`config.mk`:
```
export PLATFORM = sky130hd
export DESIGN_NAME = scan_sequencer_flat
export DESIGN_NICKNAME = d
export VERILOG_FILES = /design/src/rtl/scan_sequencer_if.sv /design/src/rtl/scan_sequencer.sv /design/src/flat_wrapper.sv
export SDC_FILE = /design/constraint.sdc
export NUM_CORES = 1
export LEC_CHECK = 0
export ABC_CLOCK_PERIOD_IN_PS = 3000
export CAP_MARGIN = 40
export CORE_MARGIN = 2
export CORE_UTILIZATION = 30
export DETAILED_ROUTE_END_ITERATION = 10
export DONT_BUFFER_PORTS = 1
export PLACE_DENSITY = 0.42
export SLEW_MARGIN = 30
export SYNTH_ARGS = -nofsm -noshare
export SYNTH_HDL_FRONTEND = slang
export SYNTH_SLANG_ARGS = --single-unit
```
`constraint.sdc`:
```
create_clock -name clk -period 3 [get_ports clk]
set_clock_uncertainty 0.2 [all_clocks]
set_input_delay 0.45 -clock clk [delete_from_list [all_inputs] [get_ports clk]]
set_output_delay 0.45 -clock clk [all_outputs]
set_load 0.02 [all_outputs]
```
`src/rtl/scan_sequencer_if.sv`:
```
// -----------------------------------------------------------------------------
// scan_sequencer_if
//
// Bundles the host-side frame request/response signals and the four scan
// chain signals of the scan sequencer.
//
//   enable         host -> seq   run frames back-to-back while high
//   active_select  host -> seq   target design index (0 = nearest)
//   inputs         host -> seq   byte delivered to the target design
//   outputs        seq  -> host  last captured byte of the target
//   ready          seq  -> host  one-clk pulse when outputs updates
//   scan_clk_out   seq  -> chain chain clock
//   scan_data_out  seq  -> chain chain serial data
//   scan_select    seq  -> chain capture enable
//   scan_latch_en  seq  -> chain latch enable
//   scan_data_in   chain -> seq  chain tail data_out
//
// Modports: master = sequencer side, slave = host/chain side.
// -----------------------------------------------------------------------------
interface scan_sequencer_if #(
    parameter int NUM_IOS   = 8,
    parameter int SEL_WIDTH = 9
);
    logic                 enable;
    logic [SEL_WIDTH-1:0] active_select;
    logic [NUM_IOS-1:0]   inputs;
    logic [NUM_IOS-1:0]   outputs;
    logic                 ready;
    logic                 scan_clk_out;
    logic                 scan_data_out;
    logic                 scan_select;
    logic                 scan_latch_en;
    logic                 scan_data_in;

    modport master (
        input  enable, active_select, inputs, scan_data_in,
        output outputs, ready, scan_clk_out, scan_data_out, scan_select, scan_latch_en
    );

    modport slave (
        output enable, active_select, inputs, scan_data_in,
        input  outputs, ready, scan_clk_out, scan_data_out, scan_select, scan_latch_en
    );
endinterface

```
`src/rtl/scan_sequencer.sv`:
```
// -----------------------------------------------------------------------------
// scan_sequencer
//
// Frame sequencer at the head of the scan chain. Each frame shifts one byte
// into the selected design (SHIFT_IN), latches it (LATCH), captures the
// design's response (CAPTURE), shifts the chain back out while picking the
// target's bits off the tail (SHIFT_OUT) and presents the byte on
// bus.outputs with a one-clk bus.ready pulse (DONE).
//
// Ports:
//   clk    single clock
//   reset  asynchronous, active-high reset
//   bus    scan_sequencer_if.master (host request/response + chain signals)
//
// Optional feature, macro SCAN_LA_BYPASS_EN:
//   adds la_sel, la_scan_clk, la_scan_data, la_scan_select, la_scan_latch_en.
//   While la_sel is high the chain outputs follow the la_* inputs
//   combinationally, the FSM is held in IDLE (aborting any frame) and ready
//   stays low. Without the macro the chain is always FSM-driven.
// -----------------------------------------------------------------------------
module scan_sequencer #(
    parameter int NUM_DESIGNS = 25,
    parameter int NUM_IOS     = 8,
    parameter int SEL_WIDTH   = 9,
    parameter int HALF_PERIOD = 2
) (
    input  logic clk,
    input  logic reset,
    scan_sequencer_if.master bus
`ifdef SCAN_LA_BYPASS_EN
    ,
    input  logic la_sel,
    input  logic la_scan_clk,
    input  logic la_scan_data,
    input  logic la_scan_select,
    input  logic la_scan_latch_en
`endif
);

    localparam int PERIOD = 2 * HALF_PERIOD;
    localparam int PH_W   = $clog2(PERIOD);
    localparam int ELEM_W = (NUM_DESIGNS > 1) ? $clog2(NUM_DESIGNS) : 1;
    localparam int IB_W   = (NUM_IOS > 1) ? $clog2(NUM_IOS) : 1;

    localparam logic [PH_W-1:0]   PH_LAST     = PH_W'(PERIOD - 1);
    localparam logic [PH_W-1:0]   PH_PRE_RISE = PH_W'(HALF_PERIOD - 1);
    localparam logic [PH_W-1:0]   PH_HIGH     = PH_W'(HALF_PERIOD);
    localparam logic [ELEM_W-1:0] ELEM_FIRST  = ELEM_W'(NUM_DESIGNS - 1);
    localparam logic [IB_W-1:0]   IB_FIRST    = IB_W'(NUM_IOS - 1);

    typedef enum logic [2:0] {
        ST_IDLE,
        ST_SHIFT_IN,
        ST_LATCH,
        ST_CAPTURE,
        ST_SHIFT_OUT,
        ST_DONE
    } state_t;

    state_t               state_reg, state_next;
    logic [PH_W-1:0]      phase_reg, phase_next;
    // Shift position is tracked as (element, bit-within-element), both
    // counting down: shift index n maps to element NUM_DESIGNS-1-n/NUM_IOS
    // and bit NUM_IOS-1-n%NUM_IOS, so a target hit is a plain compare.
    logic [ELEM_W-1:0]    elem_reg, elem_next;
    logic [IB_W-1:0]      ib_reg, ib_next;
    logic [SEL_WIDTH-1:0] sel_reg, sel_next;
    logic [NUM_IOS-1:0]   in_reg, in_next;
    logic [NUM_IOS-1:0]   capt_reg, capt_next;
    logic [NUM_IOS-1:0]   out_reg, out_next;
    logic                 ready_reg, ready_next;
    logic                 scan_clk_reg, scan_clk_next;
    logic                 scan_data_reg, scan_data_next;
    logic                 scan_sel_reg, scan_sel_next;
    logic                 latch_reg, latch_next;

    logic hold_idle;
    logic period_end;
    logic pre_rise;
    logic last_bit;
    logic target_hit;
    logic target_hit_next;
    logic frame_start;
    logic sample_en;
    logic advance_bit;
    logic clocking_next;

    assign period_end = (phase_reg == PH_LAST);
    assign pre_rise   = (phase_reg == PH_PRE_RISE);
    assign last_bit   = (elem_reg == '0) && (ib_reg == '0);
    // Out-of-range selects never match any element, so nothing is shifted in
    // and nothing is captured: the frame yields zero.
    assign target_hit      = (32'(elem_reg) == 32'(sel_reg));
    assign target_hit_next = (32'(elem_next) == 32'(sel_next));

    always_comb begin
        state_next  = state_reg;
        phase_next  = phase_reg;
        elem_next   = elem_reg;
        ib_next     = ib_reg;
        sel_next    = sel_reg;
        in_next     = in_reg;
        frame_start = 1'b0;
        sample_en   = 1'b0;
        advance_bit = 1'b0;

        if (state_reg != ST_IDLE && state_reg != ST_DONE) begin
            phase_next = period_end ? '0 : phase_reg + 1'b1;
        end

        case (state_reg)
            ST_IDLE: begin
                if (bus.enable) begin
                    frame_start = 1'b1;
                end
            end
            ST_SHIFT_IN: begin
                if (period_end) begin
                    if (last_bit) begin
                        state_next = ST_LATCH;
                    end else begin
                        advance_bit = 1'b1;
                    end
                end
            end
            ST_LATCH: begin
                if (period_end) begin
                    state_next = ST_CAPTURE;
                end
            end
            ST_CAPTURE: begin
                if (period_end) begin
                    state_next = ST_SHIFT_OUT;
                    elem_next  = ELEM_FIRST;
                    ib_next    = IB_FIRST;
                end
            end
            ST_SHIFT_OUT: begin
                // Sample on the clk edge that raises scan_clk_out; the tail
                // changed on the previous falling edge.
                sample_en = pre_rise && target_hit;
                if (period_end) begin
                    if (last_bit) begin
                        state_next = ST_DONE;
                    end else begin
                        advance_bit = 1'b1;
                    end
                end
            end
            ST_DONE: begin
                if (bus.enable) begin
                    frame_start = 1'b1;
                end else begin
                    state_next = ST_IDLE;
                end
            end
            default: begin
                state_next = ST_IDLE;
            end
        endcase

        if (advance_bit) begin
            if (ib_reg == '0) begin
                ib_next   = IB_FIRST;
                elem_next = elem_reg - 1'b1;
            end else begin
                ib_next = ib_reg - 1'b1;
            end
        end

        if (frame_start) begin
            state_next = ST_SHIFT_IN;
            phase_next = '0;
            elem_next  = ELEM_FIRST;
            ib_next    = IB_FIRST;
            sel_next   = bus.active_select;
            in_next    = bus.inputs;
        end

        if (hold_idle) begin
            state_next  = ST_IDLE;
            phase_next  = '0;
            frame_start = 1'b0;
            sample_en   = 1'b0;
        end

        // Chain outputs are registered from the next-state view so that they
        // line up with the state/phase registers. Data and select only change
        // at period boundaries, which is the edge driving scan_clk_out low.
        clocking_next  = (state_next == ST_SHIFT_IN) || (state_next == ST_CAPTURE) ||
                         (state_next == ST_SHIFT_OUT);
        scan_clk_next  = clocking_next && (phase_next >= PH_HIGH);
        scan_data_next = (state_next == ST_SHIFT_IN) && target_hit_next && in_next[ib_next];
        scan_sel_next  = (state_next == ST_CAPTURE);
        latch_next     = (state_next == ST_LATCH);
        ready_next     = (state_next == ST_DONE);
        out_next       = ((state_reg == ST_SHIFT_OUT) && (state_next == ST_DONE)) ? capt_reg : out_reg;
    end

    // Capture register: cleared at frame start, one bit written per hit.
    genvar gi;
    generate
        for (gi = 0; gi < NUM_IOS; gi++) begin : g_capt
            assign capt_next[gi] = frame_start ? 1'b0 :
                                   ((sample_en && (ib_reg == IB_W'(gi))) ? bus.scan_data_in : capt_reg[gi]);
        end
    endgenerate

    always_ff @(posedge clk or posedge reset) begin
        if (reset) begin
            state_reg     <= ST_IDLE;
            phase_reg     <= '0;
            elem_reg      <= '0;
            ib_reg        <= '0;
            sel_reg       <= '0;
            in_reg        <= '0;
            capt_reg      <= '0;
            out_reg       <= '0;
            ready_reg     <= 1'b0;
            scan_clk_reg  <= 1'b0;
            scan_data_reg <= 1'b0;
            scan_sel_reg  <= 1'b0;
            latch_reg     <= 1'b0;
        end else begin
            state_reg     <= state_next;
            phase_reg     <= phase_next;
            elem_reg      <= elem_next;
            ib_reg        <= ib_next;
            sel_reg       <= sel_next;
            in_reg        <= in_next;
            capt_reg      <= capt_next;
            out_reg       <= out_next;
            ready_reg     <= ready_next;
            scan_clk_reg  <= scan_clk_next;
            scan_data_reg <= scan_data_next;
            scan_sel_reg  <= scan_sel_next;
            latch_reg     <= latch_next;
        end
    end

    assign bus.outputs = out_reg;
    assign bus.ready   = ready_reg;

`ifdef SCAN_LA_BYPASS_EN
    assign hold_idle         = la_sel;
    assign bus.scan_clk_out  = la_sel ? la_scan_clk      : scan_clk_reg;
    assign bus.scan_data_out = la_sel ? la_scan_data     : scan_data_reg;
    assign bus.scan_select   = la_sel ? la_scan_select   : scan_sel_reg;
    assign bus.scan_latch_en = la_sel ? la_scan_latch_en : latch_reg;
`else
    assign hold_idle         = 1'b0;
    assign bus.scan_clk_out  = scan_clk_reg;
    assign bus.scan_data_out = scan_data_reg;
    assign bus.scan_select   = scan_sel_reg;
    assign bus.scan_latch_en = latch_reg;
`endif

endmodule

```
`src/flat_wrapper.sv`:
```
// flat-port wrapper written by rule: the top's interface ports become plain ports
module scan_sequencer_flat 
#(
    parameter int NUM_DESIGNS = 25,
    parameter int NUM_IOS     = 8,
    parameter int SEL_WIDTH   = 9,
    parameter int HALF_PERIOD = 2
)
  (clk, reset, bus_enable, bus_active_select, bus_inputs, bus_scan_data_in, bus_outputs, bus_ready, bus_scan_clk_out, bus_scan_data_out, bus_scan_select, bus_scan_latch_en);
  scan_sequencer_if #(.NUM_IOS(NUM_IOS), .SEL_WIDTH(SEL_WIDTH)) bus_i ();
  input  logic clk;
  input  logic reset;
  input wire logic [$bits(bus_i.enable)-1:0] bus_enable;
  input wire logic [$bits(bus_i.active_select)-1:0] bus_active_select;
  input wire logic [$bits(bus_i.inputs)-1:0] bus_inputs;
  input wire logic [$bits(bus_i.scan_data_in)-1:0] bus_scan_data_in;
  output wire logic [$bits(bus_i.outputs)-1:0] bus_outputs;
  output wire logic [$bits(bus_i.ready)-1:0] bus_ready;
  output wire logic [$bits(bus_i.scan_clk_out)-1:0] bus_scan_clk_out;
  output wire logic [$bits(bus_i.scan_data_out)-1:0] bus_scan_data_out;
  output wire logic [$bits(bus_i.scan_select)-1:0] bus_scan_select;
  output wire logic [$bits(bus_i.scan_latch_en)-1:0] bus_scan_latch_en;
  assign bus_i.enable = bus_enable;
  assign bus_i.active_select = bus_active_select;
  assign bus_i.inputs = bus_inputs;
  assign bus_i.scan_data_in = bus_scan_data_in;
  assign bus_outputs = bus_i.outputs;
  assign bus_ready = bus_i.ready;
  assign bus_scan_clk_out = bus_i.scan_clk_out;
  assign bus_scan_data_out = bus_i.scan_data_out;
  assign bus_scan_select = bus_i.scan_select;
  assign bus_scan_latch_en = bus_i.scan_latch_en;
  scan_sequencer #(.NUM_DESIGNS(NUM_DESIGNS), .NUM_IOS(NUM_IOS), .SEL_WIDTH(SEL_WIDTH), .HALF_PERIOD(HALF_PERIOD)) u_core (.clk(clk), .reset(reset), .bus(bus_i));
endmodule
```
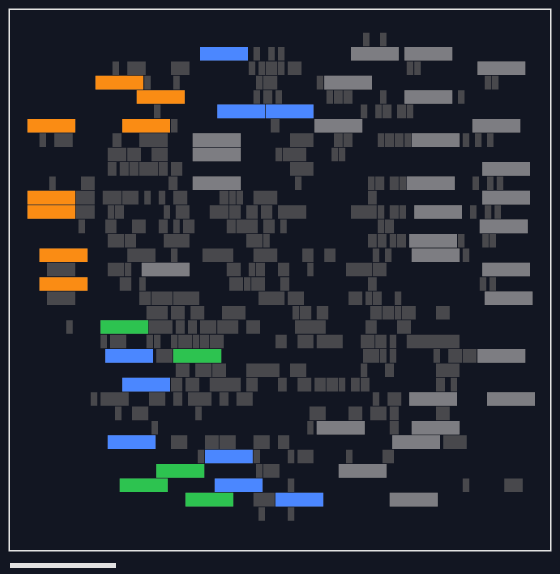
Figure 1: register map, names as in the netlist.
Bar = 20 um. Other sequential cells in the stronger gray, the rest of the logic in the fainter gray.
Key: u_core.in_reg = orange [sequential cells 8]; u_core.sel_reg = blue [sequential cells 9]; u_core.elem_reg = green [sequential cells 5]
Sequential cell area: 1280 um^2
power in sequential cells: 0.000687 W
fraction of area in registers: 39.8%
fin util: 34.5%

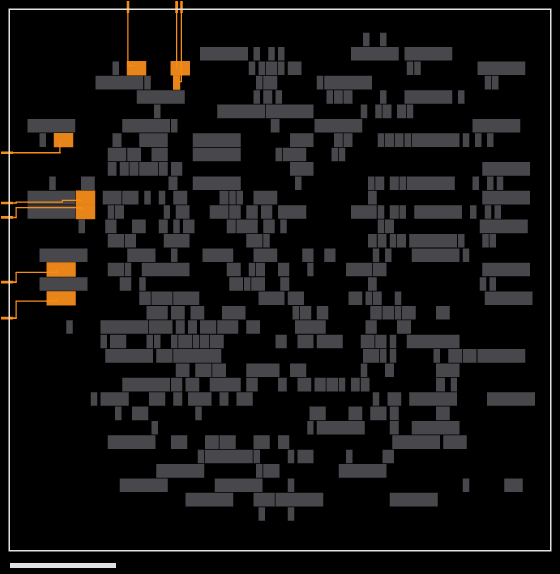
Figure 2: port wiring.
Bar = 20 um.
Key: bus_inputs = orange [bits 8, direction input, end cells 8, buffers 0, wire 97.5 um]

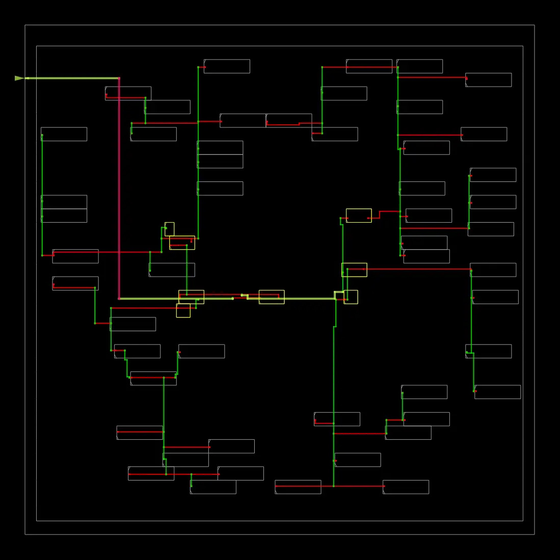
Figure 3: the clock network.
clock network power consumption: 0.000400 W
count of sequential standard cells: 51

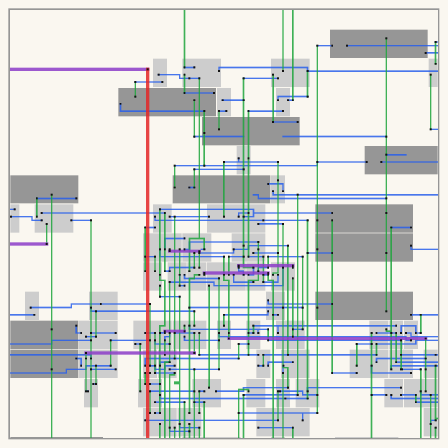
Figure 4: layout detail.
Window x 6 to 46, y 57 to 97 um. Cells in gray, sequential cells in the stronger gray; small squares are vias.
Key: metal 1 = blue; metal 2 = green; metal 3 = purple; metal 4 = red
Most frequent: dfrtp_1 (11), inv_1 (6), nand2_1 (6). 63 logic cells have their middle in the window. Netlist names of flops here include u_core.in_reg (6), u_core.ib_reg (3), u_core.sel_reg (2). Sequential cells in the window: 11.

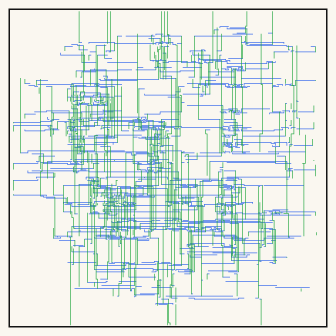
Figure 5: wiring by layer.
Only two layers are drawn.
Key: metal 1 = blue [wire length 3360 um]; metal 2 = green [wire length 3420 um]
GRT Util Overall: 14.5%
mean routed wirelength per cell: 15.6 um
number of vias in the routed layout: 2214
total detailed-routing wirelength: 7070 um

## through the flow
step / area [um^2] / power [W] / std cells / util (%) / hold slack, ns
after detailed placement: 3060 / 0.000720 / 441 / 33.0 / 0.200
after CTS: 3160 / 0.00114 / 450 / 34.1 / 0.0453
after global routing: 3210 / 0.00117 / 453 / 34.5 / 0.0406
after floorplan: 2890 / 0.000715 / 312 / - / 0.246
after global placement: 3060 / 0.000720 / 441 / 33.0 / 0.204
final: 3210 / 0.00111 / 453 / 34.5 / 0.0540
## report_power, final
part	switching, W	leakage [nW]	total (W)	internal [W]
sequential	0	0.640	0.000687	0.000687
clock	0.000237	0.0402	0.000400	0.000163
combinational	0.0000148	0.774	0.0000187	0.00000389
## final cells by class
class	count	area (um^2)	area share, %
clock inverter	3	20.0	0.624
clock buffer	5	68.8	2.15
tap	129	161	5.03
timing repair buffer	16	123	3.82
inverter	14	52.6	1.64
multi-input combinational	235	1510	46.9
sequential	51	1280	39.8
## cell families (layout without fill, tap and decap cells)
| family | count (synthesis) | count (layout) | share of synthesized area (%) |
|---|---|---|---|
| AND/OR/NAND/NOR | 161 | 161 | 28.8 |
| flip-flops | 51 | 51 | 44.2 |
| AND-OR/OR-AND | 46 | 46 | 11.2 |
| buffers and inverters | 26 | 38 | 4.46 |
| XOR/XNOR | 11 | 11 | 4.24 |
| multiplexers | 9 | 9 | 3.68 |
| adder cells (fa/ha/maj) | 8 | 8 | 3.46 |
## routing by layer
| layer | wire length (um) | track usage [%] | part of all wire (%) |
|---|---|---|---|
| met5 | 0 | 0 | 0 |
| met4 | 44 | 3.90 | 0.62 |
| met3 | 255 | 2.87 | 3.6 |
| met2 | 3410 | 23.9 | 48 |
| met1 | 3360 | 19.4 | 47 |
==> qor_table.md <==
| Result | This run | Unit |
|:---|:---|:---|
| Result of the run | complete, no violations | - |
| Total Neg Setup Slack | 0 | ns |
| CTS Hold Bufs | 1 | - |
| Capture point of the critical path | u_core.bus.scan_data_out | - |
| Post-synthesis instance area | 2890 | um^2 |
| Initial standard-cell utilization of the core | 31.1 | % |
| Startpoint of the worst setup timing path | u_core.ib_reg[0] | - |
| Net count entering floorplan | 341 | - |
| Critical Path Fanout Max | 8 | - |
| Vertical extent of the die | 102 | um |
| Worst slack at placement | 0.163 | ns |
| Initial DRC Count | 88 | - |
| CTS Root Cell | sky130_fd_sc_hd__clkbuf_8 | - |
| Gate count of the mapped netlist | 312 | - |
| Hold Path Stages | 2 | - |
| Count of buffer and inverter cells on the critical path | 2 | - |
| Worst Slack Setup Final | 0.323 | ns |
| Number of global-route vias before repair | 2214 | - |
| Required time at the endpoint of the critical path | 3.02 | ns |
| Transition time at the pin with the least slew margin | 0.500 | ns |
| WHS Endpoint | u_core.sel_reg[6] | - |
| Critical path arrival | 2.69 | ns |
| Chip area in the Yosys report | 2890 | um^2 |
| Post-synthesis average cell area | 9.26 | um^2 |
| Post-route DRC | 0 | - |
| Top FF cell, synth | sky130_fd_sc_hd__dfrtp_1 | - |
| Clock tree from TritonCTS | built | - |
| Library cells used by synthesis | 65 | - |
| Worst R2R Start | u_core.ib_reg[0] | - |
| Row count | 35 | - |
| P_leak | 1.45 | nW |
| Peak supply drop | 144 | uV |
| Power density over the cells | 345 | nW/um^2 |
| Number of input and output port buffers inserted | 0 | - |
| Cell depth of the worst flop-to-flop path | 10 | - |
| Endpoint of the worst register-to-register path | u_core.bus.scan_data_out | - |
| Fraction of registers with async set/reset | 100 | % |
| Hold Fails Final Rpt | 0 | - |
| Share of the synthesized area in the top cell type | 44.2 | % |
| Synthesis-stage register bit count | 51 | - |
| Top-count cell post-synth | sky130_fd_sc_hd__nand2_1 | - |
| Max FFs per register | 9 | - |
| Length of the first detailed-routing pass in iterations | 4 | - |
| Grt ovf | 0 | - |
| Crit Path Class | reg2reg | - |
| Ys cells | 312 | - |
| Number of diodes added for antenna fixing | 0 | - |
| Antenna viol nets, final | 0 | - |
| CTS sink cnt | 51 | - |
| I/O pins | 34 | - |
| Most area-hungry cell type in the Yosys netlist | sky130_fd_sc_hd__dfrtp_1 | - |
| Core region area | 9280 | um^2 |
| WP depth | 10 | - |
| Layout cell share with drive strength beyond 1 | 14.8 | % |
| Number of max-slew violations in the final report | 0 | - |
| Worst setup slack for register-to-register paths | 0.32 | ns |
| Slew margin rel. | 66.6 | % |
| Sequential cell area fraction in the yosys report | 44.2 | % |
| Area growth from synthesis to final layout | 11.0 | % |
| Slowest library cell on the worst path | sky130_fd_sc_hd__dfrtp_1 | - |
| Resized Gates After CTS | 0 | - |
| Drt via density | 4.89 | - |
| Die Wd | 102 | um |
| Most frequent cells after synthesis | 80 x sky130_fd_sc_hd__nand2_1, 51 x sky130_fd_sc_hd__dfrtp_1, 16 x sky130_fd_sc_hd__nand3_1 | - |
| Clock buffer depth | 2 | - |
| Most common logic cell in the routed design | sky130_fd_sc_hd__nand2_1 | - |
| Setup-violating endpoint count in the final report | 0 | - |
| Number of clock buffers inserted by TritonCTS | 5 | - |
Power figures rest on the tool's default switching activity, not on a simulated workload.
